### src/rtl/camera_capturemod.sv
// OV7670 capture front end: samples the sensor byte stream on PCLK strobes, packs
// two RGB565 pixels plus a 4-bit tag into one 36-bit line-buffer write.
module camera_capturemod #(
    parameter int XSIZE       = 160,
    parameter int YSIZE       = 240,
    parameter int SKIP_FRAMES = 2
) (
    input  logic        CLOCK,
    input  logic        RESET,
    input  logic        iPclkEn,
    input  logic        iVSYNC,
    input  logic        iHREF,
    input  logic [7:0]  iData,
    output logic        oEn,
    output logic [35:0] oData,
    output logic        oLineDone,
    output logic        oFrameDone,
    output logic [8:0]  oLineCount,
    output logic        oErr
);
    localparam logic [1:0] S_SKIP   = 2'd0;
    localparam logic [1:0] S_WAIT   = 2'd1;
    localparam logic [1:0] S_ACTIVE = 2'd2;

    localparam logic [3:0] SKIP_LAST = (SKIP_FRAMES > 0) ? 4'(SKIP_FRAMES - 1) : 4'd0;
    localparam logic [7:0] X_LAST    = 8'(XSIZE - 1);
    localparam logic [7:0] X_FULL    = 8'(XSIZE);
    localparam logic [8:0] Y_FULL    = 9'(YSIZE);

    logic [1:0]  r_state;
    logic [3:0]  r_skip;
    logic        r_vsync, r_href;
    logic        r_inline, r_ffirst, r_lfirst, r_fdpend;
    logic [1:0]  r_phase;
    logic [7:0]  r_wcnt;
    logic [15:0] r_pix0;
    logic [7:0]  r_pix1h;

    logic w_active, w_vs_rise, w_vs_fall, w_hr_rise, w_hr_fall;
    logic w_line_start, w_line_drop, w_close, w_byte, w_over, w_take, w_lfirst;
    logic [1:0] w_phase;
    logic [7:0] w_wcnt;

    assign w_active  = (r_state == S_ACTIVE);
    assign w_vs_rise = iPclkEn &  iVSYNC & ~r_vsync;
    assign w_vs_fall = iPclkEn & ~iVSYNC &  r_vsync;
    assign w_hr_rise = iPclkEn &  iHREF  & ~r_href;
    assign w_hr_fall = iPclkEn & ~iHREF  &  r_href;

    // A line only opens while the frame still has room; extra lines are just flagged.
    assign w_line_start = w_active & w_hr_rise & ~w_vs_rise & (oLineCount != Y_FULL);
    assign w_line_drop  = w_active & w_hr_rise & ~w_vs_rise & (oLineCount == Y_FULL);
    assign w_close      = w_active & r_inline & (w_hr_fall | w_vs_rise);

    // The strobe that raises HREF already carries the first byte of the line.
    assign w_phase  = w_line_start ? 2'd0 : r_phase;
    assign w_wcnt   = w_line_start ? 8'd0 : r_wcnt;
    assign w_lfirst = w_line_start | r_lfirst;
    assign w_byte   = w_active & iPclkEn & iHREF & ~w_vs_rise & (r_inline | w_line_start);
    assign w_over   = w_byte & (w_wcnt == X_FULL);
    assign w_take   = w_byte & ~w_over;

    always_ff @(posedge CLOCK) begin
        if (RESET) begin
            r_state    <= S_SKIP;
            r_skip     <= 4'd0;
            r_vsync    <= 1'b0;
            r_href     <= 1'b0;
            r_inline   <= 1'b0;
            r_ffirst   <= 1'b0;
            r_lfirst   <= 1'b0;
            r_fdpend   <= 1'b0;
            r_phase    <= 2'd0;
            r_wcnt     <= 8'd0;
            r_pix0     <= 16'd0;
            r_pix1h    <= 8'd0;
            oEn        <= 1'b0;
            oData      <= 36'd0;
            oLineDone  <= 1'b0;
            oFrameDone <= 1'b0;
            oLineCount <= 9'd0;
            oErr       <= 1'b0;
        end else begin
            oEn        <= 1'b0;
            oLineDone  <= 1'b0;
            oFrameDone <= r_fdpend;
            r_fdpend   <= 1'b0;
            if (iPclkEn) begin
                r_vsync <= iVSYNC;
                r_href  <= iHREF;
            end

            case (r_state)
                S_SKIP: begin
                    if (SKIP_FRAMES == 0) begin
                        r_state <= S_WAIT;
                    end else if (w_vs_rise) begin
                        if (r_skip == SKIP_LAST) r_state <= S_WAIT;
                        r_skip <= r_skip + 4'd1;
                    end
                end
                S_WAIT: begin
                    if (w_vs_fall) begin
                        r_state    <= S_ACTIVE;
                        oLineCount <= 9'd0;
                        r_wcnt     <= 8'd0;
                        r_ffirst   <= 1'b1;
                        r_inline   <= 1'b0;
                    end
                end
                S_ACTIVE: begin
                    // An open line closes this cycle, so the frame pulse waits one cycle.
                    if (w_vs_rise) begin
                        r_state <= S_WAIT;
                        if (w_close) r_fdpend   <= 1'b1;
                        else         oFrameDone <= 1'b1;
                    end
                end
                default: r_state <= S_SKIP;
            endcase

            if (w_line_drop) oErr <= 1'b1;
            if (w_over)      oErr <= 1'b1;

            if (w_line_start) begin
                r_inline <= 1'b1;
                r_wcnt   <= 8'd0;
                r_lfirst <= 1'b1;
                r_phase  <= 2'd0;
            end

            if (w_close) begin
                r_inline   <= 1'b0;
                oLineDone  <= 1'b1;
                oLineCount <= oLineCount + 9'd1;
                if (w_wcnt < X_FULL) oErr <= 1'b1;
            end

            if (w_take) begin
                r_phase <= w_phase + 2'd1;
                case (w_phase)
                    2'd0: r_pix0[15:8] <= iData;
                    2'd1: r_pix0[7:0]  <= iData;
                    2'd2: r_pix1h      <= iData;
                    default: begin
                        oEn      <= 1'b1;
                        oData    <= {r_ffirst, w_lfirst, (w_wcnt == X_LAST), 1'b0,
                                     r_pix0, r_pix1h, iData};
                        r_wcnt   <= w_wcnt + 8'd1;
                        r_ffirst <= 1'b0;
                        r_lfirst <= 1'b0;
                    end
                endcase
            end
        end
    end
endmodule

### config.mk
export PLATFORM = sky130hd
export DESIGN_NAME = camera_capturemod
export DESIGN_NICKNAME = d
export VERILOG_FILES = /design/src/rtl/camera_capturemod.sv
export SDC_FILE = /design/constraint.sdc
export NUM_CORES = 1
export LEC_CHECK = 0
export ABC_AREA = 1
export CAP_MARGIN = 5
export CORE_MARGIN = 2
export CORE_UTILIZATION = 45
export CTS_CLUSTER_SIZE = 30
export DETAILED_ROUTE_END_ITERATION = 7
export PLACE_DENSITY = 0.68
export SLEW_MARGIN = 30
export SYNTH_ARGS = -nofsm -noshare
export SYNTH_HDL_FRONTEND = slang
export SYNTH_SLANG_ARGS = --single-unit
### constraint.sdc
create_clock -name CLOCK -period 6.4 [get_ports CLOCK]
set_input_delay 1.28 -clock CLOCK [delete_from_list [all_inputs] [get_ports CLOCK]]
set_output_delay 1.28 -clock CLOCK [all_outputs]
set_load 0.01 [all_outputs]
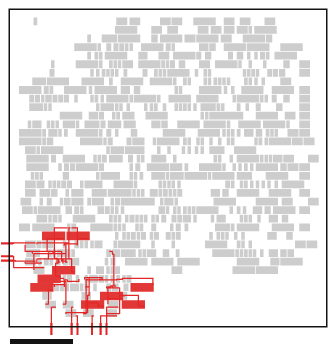
(images/io_fan.png)
The bar under the picture is 20 um long.
| port | colour | direction | edge | end cells | buffers | wire |
|---|---|---|---|---|---|---|
| oLineCount | red | output | 6 bottom, 3 left | 9 | 9 | 360 um |

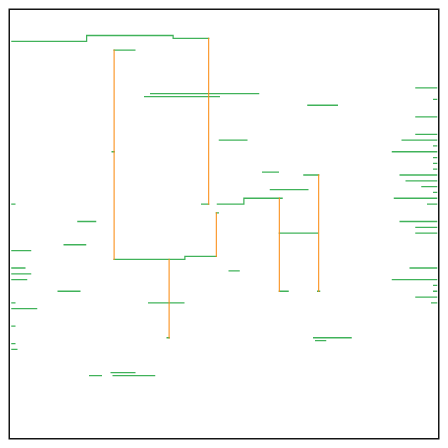
(images/wires.png)
Only two layers are drawn.
| layer | colour | wire length |
|---|---|---|
| metal 3 | green | 368 um |
| metal 4 | orange | 165 um |

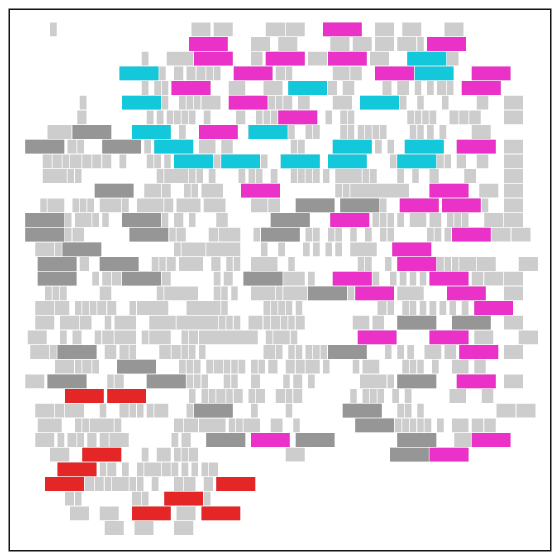
(images/flops_by_reg.png)
| name in the netlist | colour | flops |
|---|---|---|
| oLineCount | red | 9 |
| oData | magenta | 35 |
| r_pix0 | cyan | 16 |

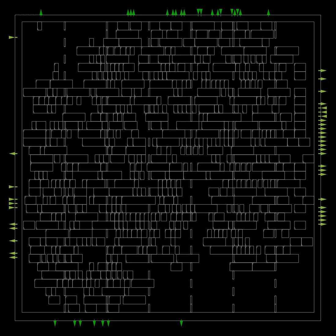
(images/placement.png)
Core Area: 9109 um2
seq_cells: 94

[power by group through the flow]
stage	combinational [mW]	sequential (mW)	clock, mW
2_1_floorplan	0.0225	0.602	0
4_1_cts	0.0352	0.588	0.448
3_3_place_gp	0.0347	0.602	0
5_1_grt	0.0385	0.589	0.476
3_5_place_dp	0.0351	0.602	0
6_report	0.0347	0.588	0.437
[flip-flops by register name (all words and copies together) (netlist names)]
| name | count |
|---|---|
| r_phase | 2 |
| r_pix0 | 16 |
| oData | 35 |
| r_state | 2 |
| oErr | 1 |
| oLineDone | 1 |
| r_href | 1 |
| r_wcnt | 8 |
| r_ffirst | 1 |
| oFrameDone | 1 |
| r_inline | 1 |
| r_lfirst | 1 |
| r_skip | 4 |
| r_vsync | 1 |
| oEn | 1 |
| r_fdpend | 1 |
| r_pix1h | 8 |
| oLineCount | 9 |
==> run summary <==
Item: results of the latest flow run.

- The run finished with clean final reports.
- The fraction of power consumed by combinational cells is under 10%.
- The number of global-route vias before repair is 3233.
- The maximum level of the CTS H-tree is 3.
- According to the timing report, the data required time at the worst endpoint equals roughly 6.7 ns.
- The area reported by Yosys stat is 4160 um2.
- The worst supply voltage drop on vdd is ~0.1 mV.
- The starting density of the core is between 40% and 50%.
- Nets still carrying antenna violations after routing amount to 0.
- The clock-pin slew on the worst setup and hold paths is roughly 0.090 ns.
- The cell family contributing the most delay on the critical path is simple AND/OR/NAND/NOR gates.
- STA lists the endpoint of the worst register-to-register path as r_wcnt[0]$_SDFF_PP0_.
- Among logic cells in the layout, the one with the most instances is sky130_fd_sc_hd__nand2_1.
- Per the OpenROAD timing report, the critical path contains 14 cells.
- After floorplanning, the die was sized to cover approximately 10000 um2.
- The max-slew check reports its worst relative slack as approximately 58%.
- The non-clock inverters instantiated in the layout total between 60 and 70.
- The post-route non-filler standard cell count is between 700 and 800.
- The global placer's final weighted congestion is 0.8696.
- The cell area that synthesis handed to floorplanning was around 4200 um2.
- The launch instance of the worst min-delay path is oData[5]$_SDFFE_PP0P_.
- The placed instance area is 4766 um2.
- STA reports the tightest min-delay check as being of type reg2reg.
- Looking at the critical path, the highest net fanout was 27.
- The maximum single-stage delay on the critical path is ~0.55 ns.
- The switching portion of total power comes to 22.36%.
- The total power is approximately 1.1 mW.
- In the layout the tool counted multi-input logic cells amounting to around 370.
- Setup repair after global routing left no endpoint under its margin.
- Summed over all failing endpoints, the final setup total negative slack is 0 ns.
- After Yosys synthesis, full adders, half adders and majority gates account for around 3% of the synthesized area.
- For this block, the initial DRC count from the detailed router was around 130.
- The kind of end point of the critical path is a flip-flop.
- Including well taps, the total number of placed cells is 701.
- The cell class ranked first by area is registers.
- Summing all multi-input logic gate instances after layout gives 1882 um2.
- The first global-routing pass estimated 14.70 mm of wire.
- The critical path goes through clkdlybuf4s50_1 -> nand3_2 -> nand2_2 -> nor2_4 -> nand2_4 -> nand2_1 -> ha_1 -> nand3b_1 -> nor2_1 -> nand3_4 -> nand4_4 -> inv_2 -> nand2_1 -> o21ai_0.
- The worst slack at placement is roughly 2.3 ns.
- The run reported a max-capacitance violation count of 0.
- The mean routed wirelength per cell is 11.98 um.
- The height of the die is ~100 um.
- After synthesis, the design contains roughly 550 cells according to Yosys.
- The end-of-flow core utilization is about 55%.
- After layout the clock buffers and inverters come to about 4.4% of cell area.
- The share of synthesized cell area in and, or, nand and nor gates is a little under a third.
- Internal power comes to 0.8227 mW.
- In this run the static leakage power is between 2 and 2.5 nW.
- Post-synth the commonest register cell is sky130_fd_sc_hd__dfxtp_1.
- The timing-limited maximum frequency is roughly 270 MHz.
- Looking at the critical path, the single cell with the biggest stage delay is sky130_fd_sc_hd__clkdlybuf4s50_1.
- Per the detail_route report, vias per standard cell equal between 4 and 5.
- The part of the Yosys area used for sequential elements is between 40% and 50%.
- The flip-flop and latch count after synthesis is around 94.
- The cell at the root of the clock tree is sky130_fd_sc_hd__clkbuf_8.
- The largest net degree at the start of global routing is 40.
- The detailed-route DRC error count is 0.
- The count of inserted antenna diode cells is 0.
- Per the repair_timing log after CTS, setup buffers inserted total 0.
- STA shows the worst reg2reg path with a cell count of 15.
- The post-synthesis share of cell area spent on xor and xnor gates is 0.2105%.
- The horizontal die dimension is roughly 100 um.
- The detailed router reports a met2 wire length of roughly 4.0 mm.
- The number of warning messages in the yosys log is 0.
- The critical path in this run is classified as in2reg.
- The number of cells on the worst hold path is 2.
- Wire segments on met3 add up to 367 um in the final route.
- After synthesis, the cell types taking the most area are sky130_fd_sc_hd__dfxtp_1, sky130_fd_sc_hd__nand2_1, sky130_fd_sc_hd__nor2_1, sky130_fd_sc_hd__inv_1, sky130_fd_sc_hd__nand2_2.
- Buffers inserted during clock tree synthesis total 9.
- The detailed-routing wirelength on met1 is ~4.0 mm.
- The commonest cells after synthesis are sky130_fd_sc_hd__nand2_1, sky130_fd_sc_hd__dfxtp_1, sky130_fd_sc_hd__nor2_1, sky130_fd_sc_hd__inv_1, sky130_fd_sc_hd__nand2_2.
- Looking at the clock tree report, the maximum root-to-sink buffer count equals 2.
- The startpoint of the worst register-to-register path is oLineCount[0]$_SDFFE_PP0P_.
- Global route summary, busiest routing layer listed as met2.
- The post-route clock period utilization is 57.24%.
- The power density over the cells is about 210 nW/um2.
- The non-clock buffer share of cell area is roughly an eighth.
- The cell type that accounts for the most area after synthesis is sky130_fd_sc_hd__dfxtp_1.
- Row generation in the floorplan step produced 35 rows.
- The transition time at the pin with the least slew margin is around 0.63 ns.
- The final timing report derives a shortest allowable period of 3.663 ns.
- The fill cell instance count of the final layout is 889.
- The global-route usage over all layers is approximately 18%.
- The total tool warning count is 32.
No activity file was given, so power comes from the tool's default toggle rates.
